--- src/rtl/mem_port_arbiter.sv ---
// mem_port_arbiter: fixed-priority (port 1) arbiter with a starvation guard for port 0,
// sharing one single-ported word memory; alignment and range checks, registered read data.
module mem_port_arbiter #(
  parameter int ADDR_W = 32,
  parameter int DATA_W = 32,
  parameter int DEPTH = 1024,
  parameter int STARVE_MAX = 4
) (
  input  logic              clk,
  input  logic              rst,
  input  logic              p0_req,
  input  logic              p0_we,
  input  logic [ADDR_W-1:0] p0_addr,
  input  logic [DATA_W-1:0] p0_wdata,
  output logic              p0_gnt,
  output logic              p0_rvalid,
  output logic [DATA_W-1:0] p0_rdata,
  output logic              p0_err,
  input  logic              p1_req,
  input  logic              p1_we,
  input  logic [ADDR_W-1:0] p1_addr,
  input  logic [DATA_W-1:0] p1_wdata,
  output logic              p1_gnt,
  output logic              p1_rvalid,
  output logic [DATA_W-1:0] p1_rdata,
  output logic              p1_err,
  output logic [ADDR_W-1:0] mem_raddr,
  output logic [ADDR_W-1:0] mem_waddr,
  output logic [DATA_W-1:0] mem_wdata,
  output logic              mem_wen,
  output logic              mem_ren,
  input  logic [DATA_W-1:0] mem_rdata,
  output logic              busy
);
  localparam int CW = $clog2(STARVE_MAX + 1);
  logic [CW-1:0] starve_cnt;
  logic starved, we, legal, ok, rv0_q, rv1_q, err0_q, err1_q;
  logic [ADDR_W-1:0] addr, widx;
  logic [DATA_W-1:0] wdata;
  always_comb begin
    starved = starve_cnt >= CW'(STARVE_MAX);
    p0_gnt = !rst && p0_req && (!p1_req || starved);
    p1_gnt = !rst && p1_req && !p0_gnt;
    busy = !rst && p0_req && p1_req;
    addr = p1_gnt ? p1_addr : p0_addr;
    we = p1_gnt ? p1_we : p0_we;
    wdata = p1_gnt ? p1_wdata : p0_wdata;
    widx = addr >> 2;
    legal = addr[1:0] == 2'b00 && widx < ADDR_W'(DEPTH);
    ok = (p0_gnt || p1_gnt) && legal;
    mem_raddr = ok ? widx : '0;
    mem_waddr = ok ? widx : '0;
    mem_wdata = ok ? wdata : '0;
    mem_wen = ok && we;
    mem_ren = ok && !we;
  end
  // Responses captured before a reset edge must not surface while reset is held.
  assign p0_rvalid = rv0_q && !rst;
  assign p1_rvalid = rv1_q && !rst;
  assign p0_err = err0_q && !rst;
  assign p1_err = err1_q && !rst;
  always_ff @(posedge clk) begin
    if (rst) begin
      starve_cnt <= '0;
      rv0_q <= 1'b0;
      rv1_q <= 1'b0;
      err0_q <= 1'b0;
      err1_q <= 1'b0;
      p0_rdata <= '0;
      p1_rdata <= '0;
    end else begin
      starve_cnt <= (p0_req && !p0_gnt) ? (starved ? starve_cnt : starve_cnt + CW'(1)) : '0;
      rv0_q <= p0_gnt && !we;
      rv1_q <= p1_gnt && !we;
      err0_q <= p0_gnt && !legal;
      err1_q <= p1_gnt && !legal;
      if (p0_gnt && !we) p0_rdata <= legal ? mem_rdata : '0;
      if (p1_gnt && !we) p1_rdata <= legal ? mem_rdata : '0;
    end
  end
endmodule
--- config.mk ---
export PLATFORM = sky130hd
export DESIGN_NAME = mem_port_arbiter
export DESIGN_NICKNAME = d
export VERILOG_FILES = /design/src/rtl/mem_port_arbiter.sv
export SDC_FILE = /design/constraint.sdc
export NUM_CORES = 1
export LEC_CHECK = 0
export ABC_AREA = 1
export CAP_MARGIN = 40
export CELL_PAD_IN_SITES_DETAIL_PLACEMENT = 0
export CELL_PAD_IN_SITES_GLOBAL_PLACEMENT = 1
export CORE_UTILIZATION = 22
export CTS_BUF_LIST = sky130_fd_sc_hd__clkbuf_4 sky130_fd_sc_hd__clkbuf_8 sky130_fd_sc_hd__clkbuf_16
export CTS_CLUSTER_SIZE = 14
export DETAILED_ROUTE_END_ITERATION = 10
export GPL_TIMING_DRIVEN = 0
export PLACE_DENSITY_LB_ADDON = 0.12
export SYNTH_ARGS = -nofsm -noshare
export SYNTH_HDL_FRONTEND = slang
export SYNTH_SLANG_ARGS = --single-unit
export TNS_END_PERCENT = 100
--- constraint.sdc ---
create_clock -name clk -period 2.6 [get_ports clk]
set_input_delay 0.39 -clock clk [delete_from_list [all_inputs] [get_ports clk]]
set_output_delay 0.39 -clock clk [all_outputs]
set_load 0.01 [all_outputs]
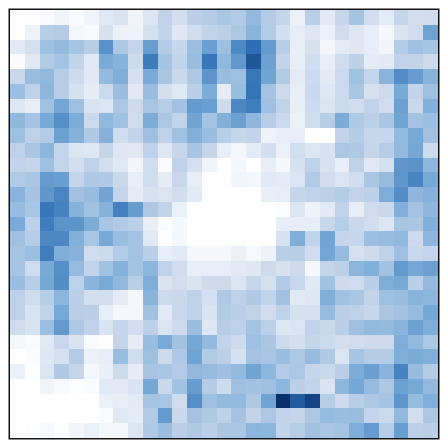
(run_1/wire_density.png)
The die is cut into 29 by 29 equal tiles; white is low, dark blue is high, scaled to the fullest tile. Values are wire area over tile area, all layers added.
emptiest ninth of the die: center
nearly empty tiles: 6.3%
tiles over half the peak: 10%
mean over tiles: 0.16
fullest tile: 0.55
global routing usage summed across all routing layers: 0.1912
total via count after detailed routing: 5,355
total length of routed wires: 19.86 mm

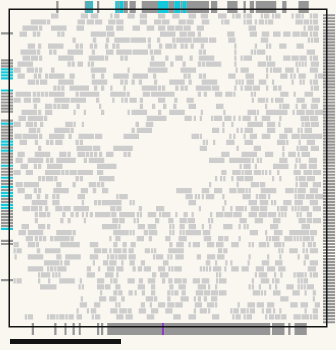
(run_1/pins.png)
Scale bar: 50 um. Pins as bars across the die edge, other pins in gray.
legend:
  p0_gnt:
    color: purple
    pins: 1
    direction: output
    edge: bottom
  mem_rdata:
    color: cyan
    pins: 32
    direction: input
    edge: 17 left, 15 top
all pins by edge: 103 right, 100 bottom, 76 top, 56 left
# port buffers: 290
DIE WIDTH: 142.8 um
die height: 142.8 um

==> impl_metrics.tcl, run 1 <==
# metrics dict for downstream scripts
set metrics [dict create \
    well_tap_count 265 \
    initCoreUtil 0.2240 \
    grt_max_degree 14 \
    leakagePower_nw 3.978 \
    core_um2 19460 \
    count_of_standard_cell_rows 51 \
    power.internal_w 0.002333 \
    clockRootBuffer "clkbuf_16" \
    timing.critical_path.cells "dlygate4sd2_1 -> inv_2 -> nor2_4 -> nand2_4 -> buf_2 -> nand3_1 -> nand2_2 -> nor2_2 -> nand3_2 -> nor2_4 -> and2_4 -> nand2_8 -> buf_6 -> clkbuf_16 -> nor2_2 -> buf_6" \
    final_cell_mix "clkdlybuf4s50_1 (232), nand2_1 (158), dfxtp_1 (70)" \
    combinationalPowerShare 0.245 \
    violated_checks "setup timing" \
    top_level_ports 335 \
    synthesis.area_um2 4360 \
    fp.dieArea_um2 20390 \
    setup_viol 52 \
    count_of_buffer_and_inverter_cells_on_the_critical_path 6 \
    final_core_util 0.4539 \
    drc 0 \
    outcome "finished, violations left" \
    synth.distinct_cells 22 \
    final_net_count 1212 \
    clockNetworkAreaShare 0.03399 \
    post-route-worst-setup-slack_ns -0.2096 \
    critPathArrivalTime_ns 2.42 \
    buffers 412 \
    share_of_post_route_cells_with_drive_strength_above_1 0.2479 \
    fraction_of_area_in_multi_input_gates 0.2901 \
    ys_cells 675 \
    worstSetupEndpointType "output pin" \
    cts.reportedPaths.clkPinSlew_ns 0.06 \
]
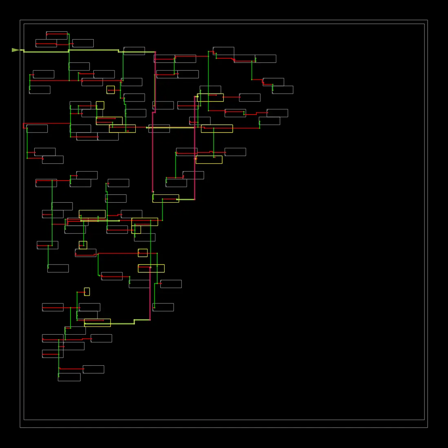
(run_1/final_clocks.png)
number of sinks handled by clock tree synthesis: 71
count of clock buffers in the final design: 10
flop count: 71

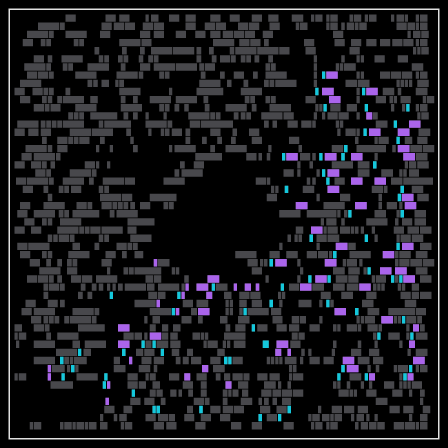
(run_1/gate_families.png)
legend:
  inverters:
    color: cyan
    cells: 69
    most_used: inv_1
  NOR gates:
    color: purple
    cells: 68
    most_used: nor2_4

run 1: cells in the mapped netlist:
library cell,instances,area [um^2]
nand3_1,41,205.2
clkbuf_1,21,78.83
o21ai_0,64,320.3
buf_1,5,18.77
buf_6,6,67.56
inv_1,68,255.2
buf_4,54,405.4
nor2_4,1,11.26
or2_2,2,12.51
and2_2,1,7.510
ha_1,2,25.02
buf_2,12,60.06
nand3b_1,7,52.55
dfxtp_1,71,1421
nand2_4,3,33.78
a21oi_1,65,325.3
conb_1,1,3.750
o21ai_1,3,15.01
inv_2,1,3.750
nor2_2,44,275.3
nor2_1,23,86.33
nand2_1,180,675.7
run 1: layer usage:
metal  vias up  track usage  share of wire
met5         -            0        0.00065
met4         2      0.04414         0.0086
met3        14      0.06036          0.081
met2       192       0.3540           0.52
met1      2387       0.2108           0.39
li1       2760            -              -
run 1: logic make-up after synthesis:
kind of cell	after synthesis	synth area share
simple gates	302	0.3119
buf+inv	167	0.2040
compound gates	132	0.1515
flops	71	0.3260
fa+ha+maj	2	0.005738
other cells	1	0.0008600
run 1: worst paths after layout:
check             cells after the start                          to  slack, ns
setup reg to reg                     14    p0_rdata[7]$_SDFFE_PP0P_       0.33
hold reg to reg                       1  starve_cnt[0]$_SDFFE_PP0N_       0.45
setup / recovery                     16               mem_wdata[15]      -0.21
hold / removal                        1  starve_cnt[0]$_SDFFE_PP0N_       0.45
run 1: stage by stage:
step | total power (W) | cells | worst slack, ns
floorplan | 0.001492 | 718 | 0.1911
global placement | 0.001899 | 1273 | -1.457
detailed placement | 0.001898 | 1273 | -1.473
CTS | 0.003196 | 1310 | -0.2375
global route | 0.003355 | 1315 | -0.3629
finish | 0.003199 | 1316 | -0.2096
--- run 2 (diff from run 1) ---
- CTS_CLUSTER_DIAMETER: default -> 40
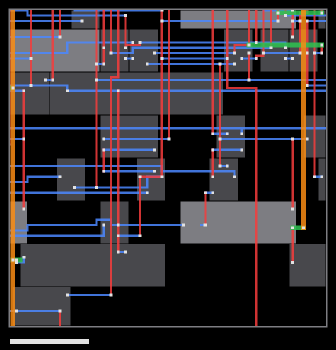
(run_2/zoom.png)
Scale bar: 5 um. Window x 61 to 81, y 90 to 110 um. Cells in gray, sequential cells in the stronger gray; small squares are vias.
legend:
  met1:
    color: blue
  met4:
    color: orange
  met3:
    color: green
  met2:
    color: red
cells with their middle in the window: 18
most frequent: clkdlybuf4s50_1 (4), o21ai_0 (3), a21oi_1 (3)
netlist names of flops here include: p0_rdata (1), p1_rdata (1)
sequential cells in the window: 2

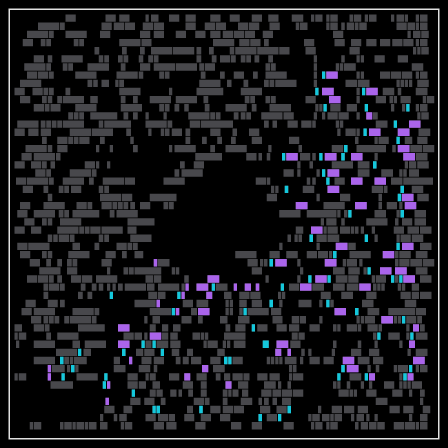
(run_2/gate_families.png)
legend:
  inverters:
    color: cyan
    cells: 69
    most_used: inv_1
  NOR gates:
    color: purple
    cells: 68
    most_used: nor2_4
final non-filler cell total: 1,316
fraction of area in multi-input gates: 0.2901
top logic cell by instance count in the layout: clkdlybuf4s50_1

==> run 2 against run 1 <==
Net effect: register-to-register slack about the same; the run still ends with setup timing left; power did not move; worst hold slack unchanged; highest routed layer unchanged.
==> impl_metrics.tcl, run 2 <==
# metrics dict for downstream scripts
set metrics [dict create \
    outcome "finished, violations left" \
    violated_checks "setup timing" \
    fp.dieArea_um2 20390 \
    met3_length_mm 1.602 \
    use_met3 0.06036 \
    synthDominantCellAreaShare 0.3260 \
    flop_to_flop_setup_slack_ns 0.33 \
    synth.distinct_cells 22 \
    final_cell_mix "clkdlybuf4s50_1 (232), nand2_1 (158), dfxtp_1 (70)" \
    regToRegEndpoint "p0_rdata[7]$_SDFFE_PP0P_" \
    count_of_standard_cell_rows 51 \
    numSequentialCells 71 \
    detailedPlace.worstSlack_ns -1.473 \
    core_um2 19460 \
    critical_path_depth 16 \
    synthTopCellsByArea "dfxtp_1 (33%), nand2_1 (15%), buf_4 (9.3%), a21oi_1 (7.5%), o21ai_0 (7.3%)" \
    topRoutingLayerUsed "met5" \
    post_placement_cell_count 1273 \
    grt_max_degree 14 \
    reg2regPathDepth 14 \
    worstSetupEndpointType "output pin" \
    timing.critical_path.cells "dlygate4sd2_1 -> inv_2 -> nor2_4 -> nand2_4 -> buf_2 -> nand3_1 -> nand2_2 -> nor2_2 -> nand3_2 -> nor2_4 -> and2_4 -> nand2_8 -> buf_6 -> clkbuf_16 -> nor2_2 -> buf_6" \
    setup_viol 52 \
    drt_wl_total_mm 19.86 \
    leakagePower_nw 3.978 \
    top_level_ports 335 \
    post-route-worst-setup-slack_ns -0.2096 \
    initCoreUtil 0.2240 \
    die_height_um 142.8 \
    top_area_cell "dfxtp_1" \
    m1WireLength_mm 7.716 \
    routed-via-count 5355 \
    io_buffers 290 \
    cts.reportedPaths.clkPinSlew_ns 0.06 \
    synth-edff-count 0 \
    cp-endpoint "mem_wdata[15]" \
    count_of_buffer_and_inverter_cells_on_the_critical_path 6 \
]
[run 2: cell counts after synthesis]
No cell type changed its count.
[run 2: worst min path at each step]
stage	from	to	depth (start not counted)
finish	starve_cnt[0]$_SDFFE_PP0N_	starve_cnt[0]$_SDFFE_PP0N_	1
floorplan	starve_cnt[0]$_SDFFE_PP0N_	starve_cnt[0]$_SDFFE_PP0N_	1
CTS	starve_cnt[0]$_SDFFE_PP0N_	starve_cnt[0]$_SDFFE_PP0N_	1
detailed placement	starve_cnt[0]$_SDFFE_PP0N_	starve_cnt[0]$_SDFFE_PP0N_	1
global route	starve_cnt[0]$_SDFFE_PP0N_	starve_cnt[0]$_SDFFE_PP0N_	1
global placement	starve_cnt[0]$_SDFFE_PP0N_	starve_cnt[0]$_SDFFE_PP0N_	1
[run 2: logic make-up (layout without fill, tap and decap cells)]
family / count (synthesis) / after routing / synth area share
flip-flops: 71 / 71 / 0.3260
buffers and inverters: 167 / 497 / 0.2040
other: 1 / 46 / 0.0008600
AND/OR/NAND/NOR: 302 / 303 / 0.3119
AND-OR/OR-AND: 132 / 132 / 0.1515
adder cells (fa/ha/maj): 2 / 2 / 0.005738
[run 2: per-stage QoR]
| stage | total power, W | TNS (ns) | hold WS [ns] |
|---|---|---|---|
| after floorplan | 0.001492 | 0 | 0.4173 |
| after global placement | 0.001899 | -102.22 | 0.4350 |
| after detailed placement | 0.001898 | -104.04 | 0.4406 |
| after CTS | 0.003196 | -8.378 | 0.4489 |
| after global routing | 0.003355 | -15.12 | 0.4644 |
| final | 0.003199 | -6.854 | 0.4481 |
[run 2: timing repair]
| item | CTS | global route |
|---|---|---|
| setup buffers | 16 | 3 |
| hold buffers | 0 | 0 |
| setup endpoints to repair | 116 | 55 |
| pin swaps | 12 | 18 |
| resized | 338 | 77 |
| cloned | 6 | 1 |
==> run_2/pins.png <==
Scale bar: 50 um. Pins as bars across the die edge, other pins in gray.
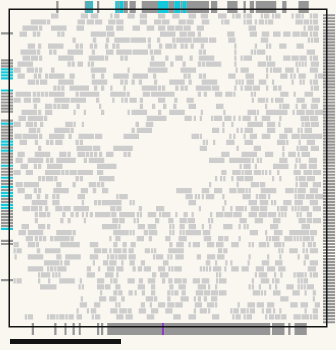

--- run 3 (diff from run 2) ---
- CORE_MARGIN: default -> 1
- MAX_ROUTING_LAYER: default -> met4
- SLEW_MARGIN: default -> 20
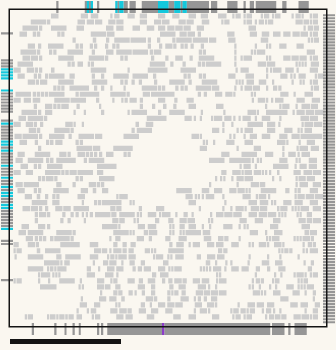
(run_3/pins.png)
Scale bar: 50 um. Pins as bars across the die edge, other pins in gray.
legend:
  mem_rdata:
    color: cyan
    pins: 32
    direction: input
    edge: 17 left, 15 top
  p0_gnt:
    color: purple
    pins: 1
    direction: output
    edge: bottom
all pins by edge: 103 right, 100 bottom, 76 top, 56 left

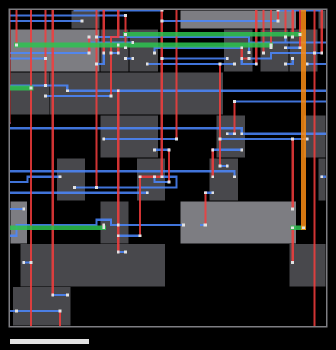
(run_3/zoom.png)
Scale bar: 5 um. Window x 61 to 81, y 90 to 110 um. Cells in gray, sequential cells in the stronger gray; small squares are vias.
legend:
  met3:
    color: green
  met4:
    color: orange
  met1:
    color: blue
  met2:
    color: red
cells with their middle in the window: 18
most frequent: clkdlybuf4s50_1 (4), o21ai_0 (3), a21oi_1 (3)
sequential cells in the window: 2
netlist names of flops here include: p0_rdata (1), p1_rdata (1)

==> run 3 against run 2 <==
Net effect: the run still ends with setup timing left; clock power barely moved; via count fell by 0.67%; power fell by 0.22%; cell count did not move; utilization fell by 0.37 points; final area fell by 0.81%; critical path depth did not move; die size did not move; setup slack improved by 0.023 ns; synthesized cell count did not move; global-route usage rose by 0.56 points; critical path type unchanged; critical endpoint unchanged; largest power group unchanged.
==> impl_metrics.tcl, run 3 <==
# metrics dict for downstream scripts
set metrics [dict create \
    drt_wl_total_mm 19.69 \
    top_area_cell "dfxtp_1" \
    stdcell_count 1316 \
    timing.critical_path.cells "dlygate4sd2_1 -> inv_2 -> nor2_4 -> nand2_4 -> buf_2 -> nand3_1 -> nand2_2 -> nor2_2 -> nand3_2 -> nor2_4 -> and2_4 -> nand2_8 -> buf_6 -> buf_12 -> nor2_2 -> buf_6" \
    leakagePower_nw 3.960 \
    violated_checks "setup timing" \
    synthTopCellsByArea "dfxtp_1 (33%), nand2_1 (15%), buf_4 (9.3%), a21oi_1 (7.5%), o21ai_0 (7.3%)" \
    synth.distinct_cells 22 \
    synth_flop_type "dfxtp_1" \
    die_w_um 142.8 \
    fp.dieArea_um2 20390 \
    detailedPlace.worstSlack_ns -1.473 \
    final_net_count 1211 \
    cts.reportedPaths.clkPinSlew_ns 0.06 \
    share_of_post_route_cells_with_drive_strength_above_1 0.2471 \
    fin_tns_setup_ns -6.722 \
    initCoreUtil 0.2240 \
    globalRouteTotalUtil 0.1969 \
    die_height_um 142.8 \
    synth-adder-area-share 0.005739 \
    routed-via-count 5319 \
    clockNetworkAreaShare 0.03427 \
    outcome "finished, violations left" \
    top_level_ports 335 \
    synth-edff-count 0 \
    lay_top_count "clkdlybuf4s50_1" \
    worstSetupEndpointType "output pin" \
    number_of_sinks_handled_by_clock_tree_synthesis 71 \
    clock_buffers 10 \
    final_cell_mix "clkdlybuf4s50_1 (232), nand2_1 (158), dfxtp_1 (70)" \
    p_total_w 0.003192 \
    ys_sh_mux 0 \
    core_um2 19460 \
    setup_viol 52 \
    io_buffers 290 \
    synthesis.area_um2 4360 \
    cts.hold.buffers_added 0 \
    drc 0 \
    critPathArrivalTime_ns 2.40 \
    post-route-worst-setup-slack_ns -0.1861 \
]
## run 3: cell types whose count changed in the layout (fill, tap and decap cells not counted)
cell	previous run	this run
buf_6	65	62
nor2_2	11	16
clkbuf_16	10	9
diode_2	2	3
buf_2	14	19
nor2_4	44	39
buf_4	62	60
## run 3: cells by family (layout without fill, tap and decap cells)
kind of cell,Yosys count,count (layout)
AOI/OAI and AO/OA,132,132
adders and majority gates,2,2
buffers and inverters,167,496
DFF,71,71
other,1,47
and+or+nand+nor,302,303
## run 3: per-stage QoR
stage / cell area [um^2] / hold slack, ns / util
after floorplan: 4522 / 0.4173 / -
after global placement: 7756 / 0.4350 / 0.3985
after detailed placement: 7756 / 0.4406 / 0.3985
after CTS: 8479 / 0.4489 / 0.4357
after global routing: 8760 / 0.4644 / 0.4501
final: 8762 / 0.4477 / 0.4502
## run 3: power breakdown
group	total [W]	internal, W	leakage (nW)	switching (W)
Sequential	0.00115	0.00113	0.579	0.0000224
Clock	0.00126	0.000759	0.143	0.000497
Combinational	0.000781	0.000442	3.24	0.000339
## run 3: path summary, 6_finish.rpt
| path | start | to | cells past startpoint |
|---|---|---|---|
| min reg2reg | starve_cnt[0]$_SDFFE_PP0N_ | starve_cnt[0]$_SDFFE_PP0N_ | 1 |
| max reg2reg | starve_cnt[2]$_SDFFE_PP0N_ | p0_rdata[7]$_SDFFE_PP0P_ | 14 |
| max | p0_req | mem_wdata[15] | 16 |
| min | starve_cnt[0]$_SDFFE_PP0N_ | starve_cnt[0]$_SDFFE_PP0N_ | 1 |
## run 3: per-layer routing
layer	vias up	wire, um	track usage	part of all wire
met3	8	1537	0.05366	0.078
met4	0	139	0.04754	0.0071
met1	2360	7642	0.2134	0.39
met5	-	0	-	0
li1	2762	-	-	-
met2	189	10370	0.3542	0.53
No activity file was given, so power comes from the tool's default toggle rates.
